$ cat src/rtl/multicycle_ctrl_if.sv
// Control bundle between the multicycle controller and the datapath.
// The controller is the master: it receives opcode/handshakes and drives every control strobe.
interface multicycle_ctrl_if;
  logic [6:0] op;
  logic       mem_ready;
  logic       trap_ack;
  logic       branch;
  logic       pc_update;
  logic       ir_write;
  logic       reg_write;
  logic       mem_write;
  logic       adr_src;
  logic [1:0] alu_src_a;
  logic [1:0] alu_src_b;
  logic [1:0] alu_op;
  logic [1:0] res_src;
  logic [1:0] mocsr;
  logic       illegal;
  logic       timeout;
  logic [3:0] state;

  modport master (
    input  op, mem_ready, trap_ack,
    output branch, pc_update, ir_write, reg_write, mem_write, adr_src,
           alu_src_a, alu_src_b, alu_op, res_src, mocsr, illegal, timeout, state
  );

  modport slave (
    output op, mem_ready, trap_ack,
    input  branch, pc_update, ir_write, reg_write, mem_write, adr_src,
           alu_src_a, alu_src_b, alu_op, res_src, mocsr, illegal, timeout, state
  );
endinterface

$ cat src/rtl/multicycle_ctrl.sv
// Multicycle RV32I main control FSM with memory-wait watchdog and trap state.
// All control outputs are Moore functions of the state (FETCH strobes also follow ready).
module multicycle_ctrl #(
  parameter bit          EN_CSR   = 1'b1,
  parameter bit          MEM_WAIT = 1'b1,
  parameter int unsigned MAX_WAIT = 15
) (
  input logic               clk,
  input logic               reset,
  multicycle_ctrl_if.master bus
);

  typedef enum logic [3:0] {
    FETCH    = 4'd0,
    DECODE   = 4'd1,
    MEMADR   = 4'd2,
    MEMREAD  = 4'd3,
    MEMWB    = 4'd4,
    MEMWRITE = 4'd5,
    EXECR    = 4'd6,
    ALUWB    = 4'd7,
    EXECI    = 4'd8,
    JAL      = 4'd9,
    BEQ      = 4'd10,
    CSR      = 4'd11,
    TRAP     = 4'd12
  } stateT;

  localparam logic [7:0] MAX_WAIT_C = 8'(MAX_WAIT);

  stateT      stateReg;
  stateT      stateNext;
  logic [7:0] waitCnt;
  logic       illegalReg;
  logic       timeoutReg;
  logic       ready;
  logic       waitState;
  logic       stalled;
  logic       watchdogFire;
  logic       setIllegal;

  assign ready        = MEM_WAIT ? bus.mem_ready : 1'b1;
  assign waitState    = (stateReg == FETCH) || (stateReg == MEMREAD) || (stateReg == MEMWRITE);
  assign stalled      = waitState && !ready;
  assign watchdogFire = stalled && (waitCnt == MAX_WAIT_C);

  always_ff @(posedge clk) begin
    if (reset) stateReg <= FETCH;
    else       stateReg <= stateNext;
  end

  // The watchdog only counts consecutive stall cycles within one visit to a memory state.
  always_ff @(posedge clk) begin
    if (reset) begin
      waitCnt    <= 8'd0;
      illegalReg <= 1'b0;
      timeoutReg <= 1'b0;
    end else begin
      if (stateNext != stateReg) waitCnt <= 8'd0;
      else if (stalled)          waitCnt <= waitCnt + 8'd1;
      if (stateReg == TRAP && bus.trap_ack) begin
        illegalReg <= 1'b0;
        timeoutReg <= 1'b0;
      end else begin
        if (setIllegal)   illegalReg <= 1'b1;
        if (watchdogFire) timeoutReg <= 1'b1;
      end
    end
  end

  always_comb begin
    stateNext  = FETCH;
    setIllegal = 1'b0;
    case (stateReg)
      FETCH:    stateNext = ready ? DECODE : FETCH;
      DECODE: begin
        case (bus.op)
          7'd3, 7'd35: stateNext = MEMADR;
          7'd51:       stateNext = EXECR;
          7'd19:       stateNext = EXECI;
          7'd111:      stateNext = JAL;
          7'd99:       stateNext = BEQ;
          7'd115: begin
            if (EN_CSR) stateNext = CSR;
            else begin
              stateNext  = TRAP;
              setIllegal = 1'b1;
            end
          end
          default: begin
            stateNext  = TRAP;
            setIllegal = 1'b1;
          end
        endcase
      end
      MEMADR:   stateNext = (bus.op == 7'd3) ? MEMREAD : MEMWRITE;
      MEMREAD:  stateNext = ready ? MEMWB : MEMREAD;
      MEMWB:    stateNext = FETCH;
      MEMWRITE: stateNext = ready ? FETCH : MEMWRITE;
      EXECR:    stateNext = ALUWB;
      EXECI:    stateNext = ALUWB;
      ALUWB:    stateNext = FETCH;
      JAL:      stateNext = ALUWB;
      BEQ:      stateNext = FETCH;
      CSR:      stateNext = FETCH;
      TRAP:     stateNext = bus.trap_ack ? FETCH : TRAP;
      default:  stateNext = FETCH;
    endcase
    // A completing access in the same cycle beats the watchdog; watchdogFire already requires !ready.
    if (watchdogFire) stateNext = TRAP;
  end

  always_comb begin
    bus.branch    = 1'b0;
    bus.pc_update = 1'b0;
    bus.ir_write  = 1'b0;
    bus.reg_write = 1'b0;
    bus.mem_write = 1'b0;
    bus.adr_src   = 1'b0;
    bus.alu_src_a = 2'b00;
    bus.alu_src_b = 2'b00;
    bus.alu_op    = 2'b00;
    bus.res_src   = 2'b00;
    bus.mocsr     = 2'b00;
    bus.illegal   = illegalReg;
    bus.timeout   = timeoutReg;
    bus.state     = stateReg;
    case (stateReg)
      FETCH: begin
        bus.alu_src_b = 2'b10;
        bus.res_src   = 2'b10;
        bus.ir_write  = ready;
        bus.pc_update = ready;
      end
      DECODE: begin
        bus.alu_src_a = 2'b01;
        bus.alu_src_b = 2'b01;
      end
      MEMADR: begin
        bus.alu_src_a = 2'b10;
        bus.alu_src_b = 2'b01;
      end
      MEMREAD:  bus.adr_src = 1'b1;
      MEMWB: begin
        bus.res_src   = 2'b01;
        bus.reg_write = 1'b1;
      end
      MEMWRITE: begin
        bus.adr_src   = 1'b1;
        bus.mem_write = 1'b1;
      end
      EXECR: begin
        bus.alu_src_a = 2'b10;
        bus.alu_op    = 2'b10;
      end
      EXECI: begin
        bus.alu_src_a = 2'b10;
        bus.alu_src_b = 2'b01;
        bus.alu_op    = 2'b10;
      end
      ALUWB:    bus.reg_write = 1'b1;
      JAL: begin
        bus.alu_src_a = 2'b01;
        bus.alu_src_b = 2'b10;
        bus.pc_update = 1'b1;
      end
      BEQ: begin
        bus.alu_src_a = 2'b10;
        bus.alu_op    = 2'b01;
        bus.branch    = 1'b1;
      end
      CSR: begin
        bus.res_src   = 2'b01;
        bus.reg_write = 1'b1;
        bus.mocsr     = 2'b01;
      end
      default: ;
    endcase
  end

endmodule
$ cat src/flat_wrapper.sv
// flat-port wrapper written by rule: the top's interface ports become plain ports
module multicycle_ctrl_flat 
#(
  parameter bit          EN_CSR   = 1'b1,
  parameter bit          MEM_WAIT = 1'b1,
  parameter int unsigned MAX_WAIT = 15
)
  (clk, reset, bus_op, bus_mem_ready, bus_trap_ack, bus_branch, bus_pc_update, bus_ir_write, bus_reg_write, bus_mem_write, bus_adr_src, bus_alu_src_a, bus_alu_src_b, bus_alu_op, bus_res_src, bus_mocsr, bus_illegal, bus_timeout, bus_state);
  multicycle_ctrl_if bus_i ();
  input logic clk;
  input logic reset;
  input wire logic [$bits(bus_i.op)-1:0] bus_op;
  input wire logic [$bits(bus_i.mem_ready)-1:0] bus_mem_ready;
  input wire logic [$bits(bus_i.trap_ack)-1:0] bus_trap_ack;
  output wire logic [$bits(bus_i.branch)-1:0] bus_branch;
  output wire logic [$bits(bus_i.pc_update)-1:0] bus_pc_update;
  output wire logic [$bits(bus_i.ir_write)-1:0] bus_ir_write;
  output wire logic [$bits(bus_i.reg_write)-1:0] bus_reg_write;
  output wire logic [$bits(bus_i.mem_write)-1:0] bus_mem_write;
  output wire logic [$bits(bus_i.adr_src)-1:0] bus_adr_src;
  output wire logic [$bits(bus_i.alu_src_a)-1:0] bus_alu_src_a;
  output wire logic [$bits(bus_i.alu_src_b)-1:0] bus_alu_src_b;
  output wire logic [$bits(bus_i.alu_op)-1:0] bus_alu_op;
  output wire logic [$bits(bus_i.res_src)-1:0] bus_res_src;
  output wire logic [$bits(bus_i.mocsr)-1:0] bus_mocsr;
  output wire logic [$bits(bus_i.illegal)-1:0] bus_illegal;
  output wire logic [$bits(bus_i.timeout)-1:0] bus_timeout;
  output wire logic [$bits(bus_i.state)-1:0] bus_state;
  assign bus_i.op = bus_op;
  assign bus_i.mem_ready = bus_mem_ready;
  assign bus_i.trap_ack = bus_trap_ack;
  assign bus_branch = bus_i.branch;
  assign bus_pc_update = bus_i.pc_update;
  assign bus_ir_write = bus_i.ir_write;
  assign bus_reg_write = bus_i.reg_write;
  assign bus_mem_write = bus_i.mem_write;
  assign bus_adr_src = bus_i.adr_src;
  assign bus_alu_src_a = bus_i.alu_src_a;
  assign bus_alu_src_b = bus_i.alu_src_b;
  assign bus_alu_op = bus_i.alu_op;
  assign bus_res_src = bus_i.res_src;
  assign bus_mocsr = bus_i.mocsr;
  assign bus_illegal = bus_i.illegal;
  assign bus_timeout = bus_i.timeout;
  assign bus_state = bus_i.state;
  multicycle_ctrl #(.EN_CSR(EN_CSR), .MEM_WAIT(MEM_WAIT), .MAX_WAIT(MAX_WAIT)) u_core (.clk(clk), .reset(reset), .bus(bus_i));
endmodule
$ cat config.mk
export PLATFORM = sky130hd
export DESIGN_NAME = multicycle_ctrl_flat
export DESIGN_NICKNAME = d
export VERILOG_FILES = /design/src/rtl/multicycle_ctrl_if.sv /design/src/rtl/multicycle_ctrl.sv /design/src/flat_wrapper.sv
export SDC_FILE = /design/constraint.sdc
export NUM_CORES = 1
export LEC_CHECK = 0
export CORE_MARGIN = 3
export CORE_UTILIZATION = 52
export DETAILED_ROUTE_END_ITERATION = 7
export PLACE_DENSITY = 0.85
export SLEW_MARGIN = 40
export SYNTH_ARGS = -nofsm -noshare
export SYNTH_HDL_FRONTEND = slang
export SYNTH_SLANG_ARGS = --single-unit
$ cat constraint.sdc
create_clock -name clk -period 4.2 [get_ports clk]
set_input_delay 0.63 -clock clk [delete_from_list [all_inputs] [get_ports clk]]
set_output_delay 0.63 -clock clk [all_outputs]
set_load 0.005 [all_outputs]
Fig. 1: run 1, wiring by layer
Bar = 20 µm.
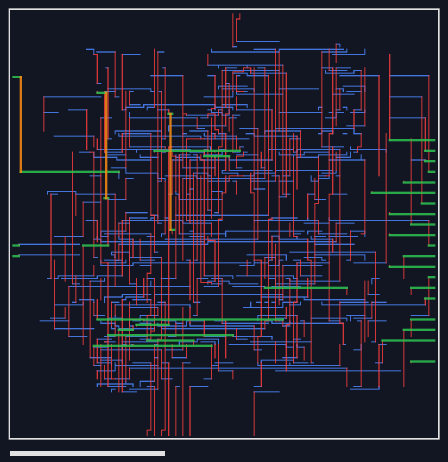
legend:
  green:
    layer: metal 3
    wire_length: 181 µm
  red:
    layer: metal 2
    wire_length: 1480 µm
  orange:
    layer: metal 4
    wire_length: 40.8 µm
  blue:
    layer: metal 1
    wire_length: 1320 µm

Fig. 2: run 1, clock nets
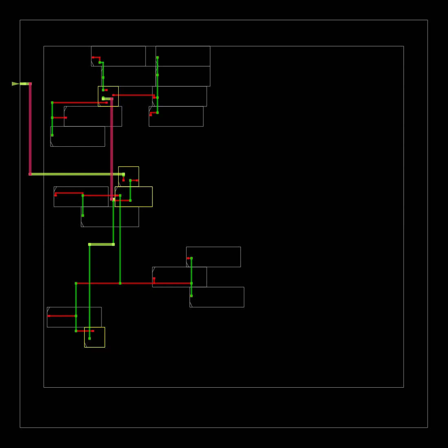
sinks on the clock net: 14
power attributed to the clock group: 0.0949 mW

==> impl_metrics.py, run 1 <==
# Generated from Yosys and OpenROAD reports
metrics = {
    "power_and_ir_drop": {
        "comb-power_mw": 0.448,
        "netSwitchingFraction": 0.432,
        "ir_drop_v": 0.000361,
        "combinationalPowerShare": 0.576,
    },
    "yosys": {
        "yosys_area_mm2": 0.00126,
        "edf_count": 0,
        "synth.top_cells.by_area": "dfxtp_1 (22%), nor3_2 (6.4%), xnor2_1 (5.6%), nor2_1 (4.2%), nor3_1 (3.6%)",
        "yosys_most_used_dff": "dfxtp_1",
        "synth_top_area_share": 0.222,
        "synth.cellmix.xorXnorShare": 0.0983,
    },
    "placed_design": {
        "dp.cells": 198,
    },
    "run": {
        "warnings": 26,
        "max_cap_violations": 0,
    },
    "global_routing": {
        "busiest_layer": "met2",
        "grtUsageMet1": 0.278,
        "grt_max_degree": 29,
        "grt_antenna_before_repair": 0,
    },
    "final_timing": {
        "layout_worst_path_cycle_share": 0.690,
        "rsz0062_at_grt": "false",
    },
    "detailed_routing": {
        "detail_route.wirelength.met1_um": 1320,
        "drc_errors": 0,
        "wl_per_cell_um": 14.9,
        "antenna_left": 0,
    },
    "setup_path": {
        "worstPathArrival_ps": 2270,
        "reg2reg_setup_slack_ps": 1450,
        "cp.required_ps": 3570,
        "worstReg2RegEnd": "u_core.waitCnt[0]",
    },
    "finish": {
        "stdcell_count": 202,
        "post_route_cells_drive_above_1_share": 0.161,
        "final_common_cell": "clkdlybuf4s50_1",
        "nNetsFinal": 187,
    },
    "hold_path": {
        "min-delay-start": "u_core.bus.illegal",
    },
    "clock_network": {
        "root_buffer": "clkbuf_4",
        "cts-htree-levels": 1,
        "cts_repair_resize_count": 0,
    },
    "outcome": {
        "run_status": "finished clean",
    },
    "floorplan": {
        "floorplan.core_area_mm2": 0.00225,
        "placementRows": 17,
    },
}
Fig. 3: run 1, drive-strength map
Bar = 20 µm.
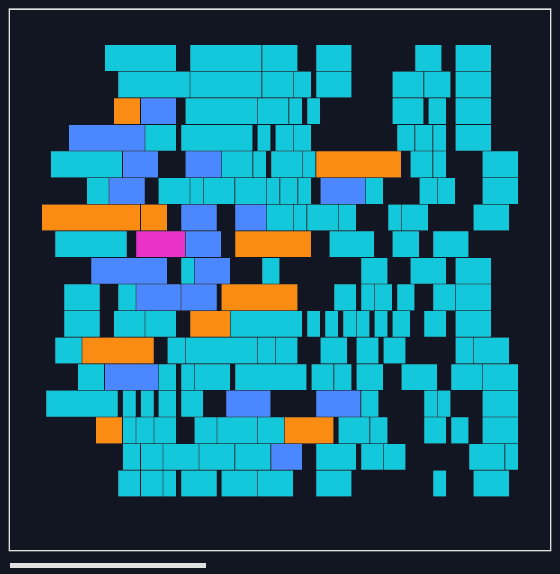
legend:
  blue:
    size: _2 cells
    cells: 17
    share: 9.8%
  cyan:
    size: _0 and _1 cells
    cells: 146
    share: 84%
  orange:
    size: _3 and _4 cells
    cells: 10
    share: 5.7%
  magenta:
    size: _6 and larger
    cells: 1
    share: 0.57%

Fig. 4: run 1, sequential cells coloured by netlist name
Bar = 20 µm. Other sequential cells in the stronger grey, the rest of the logic in the fainter grey.
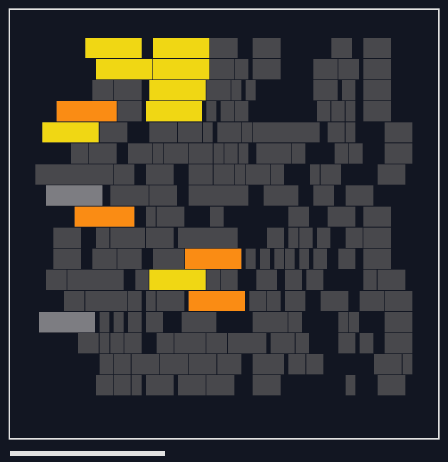
legend:
  yellow:
    signal: u_core.waitCnt
    flops: 8
    where: north
  orange:
    signal: u_core.bus.state
    flops: 4
not coloured: 2
FF+latch area: 283 µm²
utilization of the core after routing: 0.700

## run 1: registers in the layout, summed over array words and instances, names as in the netlist
name                cells
u_core.bus.illegal      1
u_core.bus.state        4
u_core.bus.timeout      1
u_core.waitCnt          8
## run 1: per-stage QoR
stage	worst slack, ps	hold slack (ps)
6_report	1300	488
5_1_grt	1150	515
4_1_cts	1310	486
3_5_place_dp	1140	461
3_3_place_gp	1210	451
2_1_floorplan	1970	464
## run 1: critical path, cell delays in order
cell	delay [ps]
clkdlybuf4s50_1	650
nor3b_1	230
a21oi_1	60
nor3_1	160
clkdlybuf4s50_1	520
## run 1: area by class of cell
class / count / share of cell area
Sequential cell: 14 / 0.179
Inverter: 2 / 0.00476
Timing Repair Buffer: 31 / 0.197
Clock buffer: 4 / 0.0230
Tap cell: 28 / 0.0222
Multi-Input combinational cell: 123 / 0.574
Fig. 5: run 1, port wiring
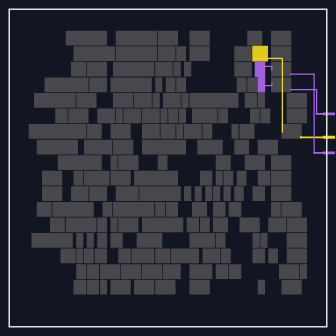

==> inputs of run 2 (changes only) <==
Settings changed: CORE_UTILIZATION 52 to 44, PLACE_DENSITY 0.85 to 0.76.
Clock period 4.2 ns to 2.37 ns, I/O delays scaled along.
Fig. 6: run 2, port wiring
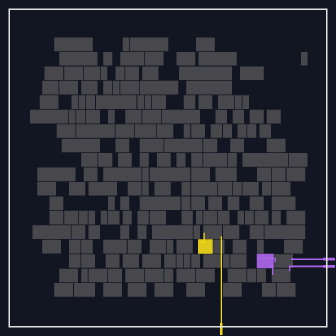
legend:
  purple:
    port: bus_alu_src_b
    bits: 2
    direction: output
    edge: east
    end_cells: 2
    buffers: 2
    wire: 20.0 µm
  yellow:
    port: bus_mem_write
    bits: 1
    direction: output
    edge: south
    end_cells: 1
    buffers: 1
    wire: 19.1 µm

==> run 2 against run 1 <==
Design area increased by 12%. Sequential share of layout area decreased by 1.7 points. Register-to-register slack got worse by 1200 ps. Sequential power increased by 38%. Non-clock buffer count increased by 22. Wire length increased by 2.5%. Critical endpoint is now u_core.waitCnt[7]. Highest routed layer unchanged.
==> impl_metrics.py, run 2 <==
# Generated from Yosys and OpenROAD reports
metrics = {
    "power_and_ir_drop": {
        "ir_drop_v": 0.000618,
        "power_attributed_to_the_clock_group_mw": 0.130,
        "comb-power_mw": 1.10,
        "netSwitchingFraction": 0.410,
    },
    "finish": {
        "postLayoutCoreUtil": 0.682,
        "final_common_cell": "clkdlybuf4s50_1",
        "nNetsFinal": 209,
        "largest_register_ffs": 8,
        "post_route_cells_drive_above_1_share": 0.262,
        "largest-register": "u_core.waitCnt",
    },
    "floorplan": {
        "floorplan.core_area_mm2": 0.00259,
        "placementRows": 18,
    },
    "global_routing": {
        "grtUsageMet1": 0.244,
        "busiest_layer": "met2",
        "grt_antenna_before_repair": 0,
    },
    "clock_network": {
        "cts-htree-levels": 1,
        "root_buffer": "clkbuf_4",
        "cts_repair_resize_count": 3,
    },
    "yosys": {
        "synth_top_area_share": 0.222,
        "edf_count": 0,
        "synth.top_cells.by_area": "dfxtp_1 (22%), nor3_2 (6.4%), xnor2_1 (5.6%), nor2_1 (4.2%), nor3_1 (3.6%)",
    },
    "final_timing": {
        "worst_hold_slack_ps": 476,
        "rsz0062_at_grt": "false",
        "setup_slack_ps": 176,
    },
    "setup_path": {
        "worstPathArrival_ps": 2400,
        "worstReg2RegEnd": "u_core.waitCnt[7]",
        "reg2reg_setup_slack_ps": 230,
        "cp.required_ps": 2570,
    },
    "detailed_routing": {
        "antenna_left": 0,
        "wl_per_cell_um": 13.7,
    },
    "placed_design": {
        "post-place-ws_ps": -172,
    },
    "outcome": {
        "run_status": "finished clean",
    },
    "hold_path": {
        "min-delay-start": "u_core.bus.illegal",
    },
    "run": {
        "max_cap_violations": 0,
    },
}
Fig. 7: run 2, clock nets
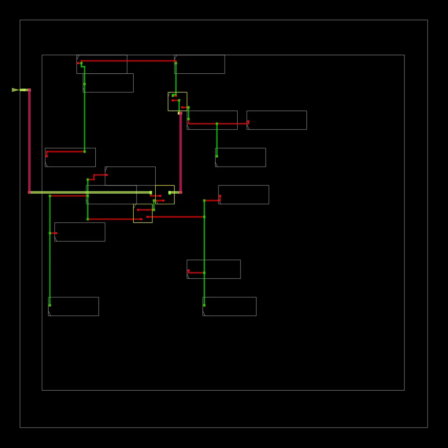
clock insertion delay at the later pin of the skew report: 270 ps
clock buffer count from CTS: 3
FF+latch count: 14

## run 2: kinds of logic after synthesis
group,count (synthesis)
compound gates,29
xor+xnor,12
fa+ha+maj,1
buf+inv,14
flops,14
mux,1
other cells,1
simple gates,79
## run 2: final cells by class
| class | instances | area [µm²] | area share |
|---|---|---|---|
| inverter | 2 | 7.51 | 0.00425 |
| timing repair buffer | 53 | 490 | 0.278 |
| clock buffer | 3 | 22.5 | 0.0128 |
| sequential | 14 | 287 | 0.162 |
| tap | 30 | 37.5 | 0.0213 |
| multi-input combinational | 123 | 921 | 0.522 |
## run 2: worst max-delay path, stage by stage
cell	delay, ps
clkdlybuf4s50_1	470
or3b_2	450
a211oi_2	270
nor3_1	110
nor4_4	270
a21o_2	180
nand2_4	100
nor3_2	190
Power figures rest on the tool's default switching activity, not on a simulated workload.
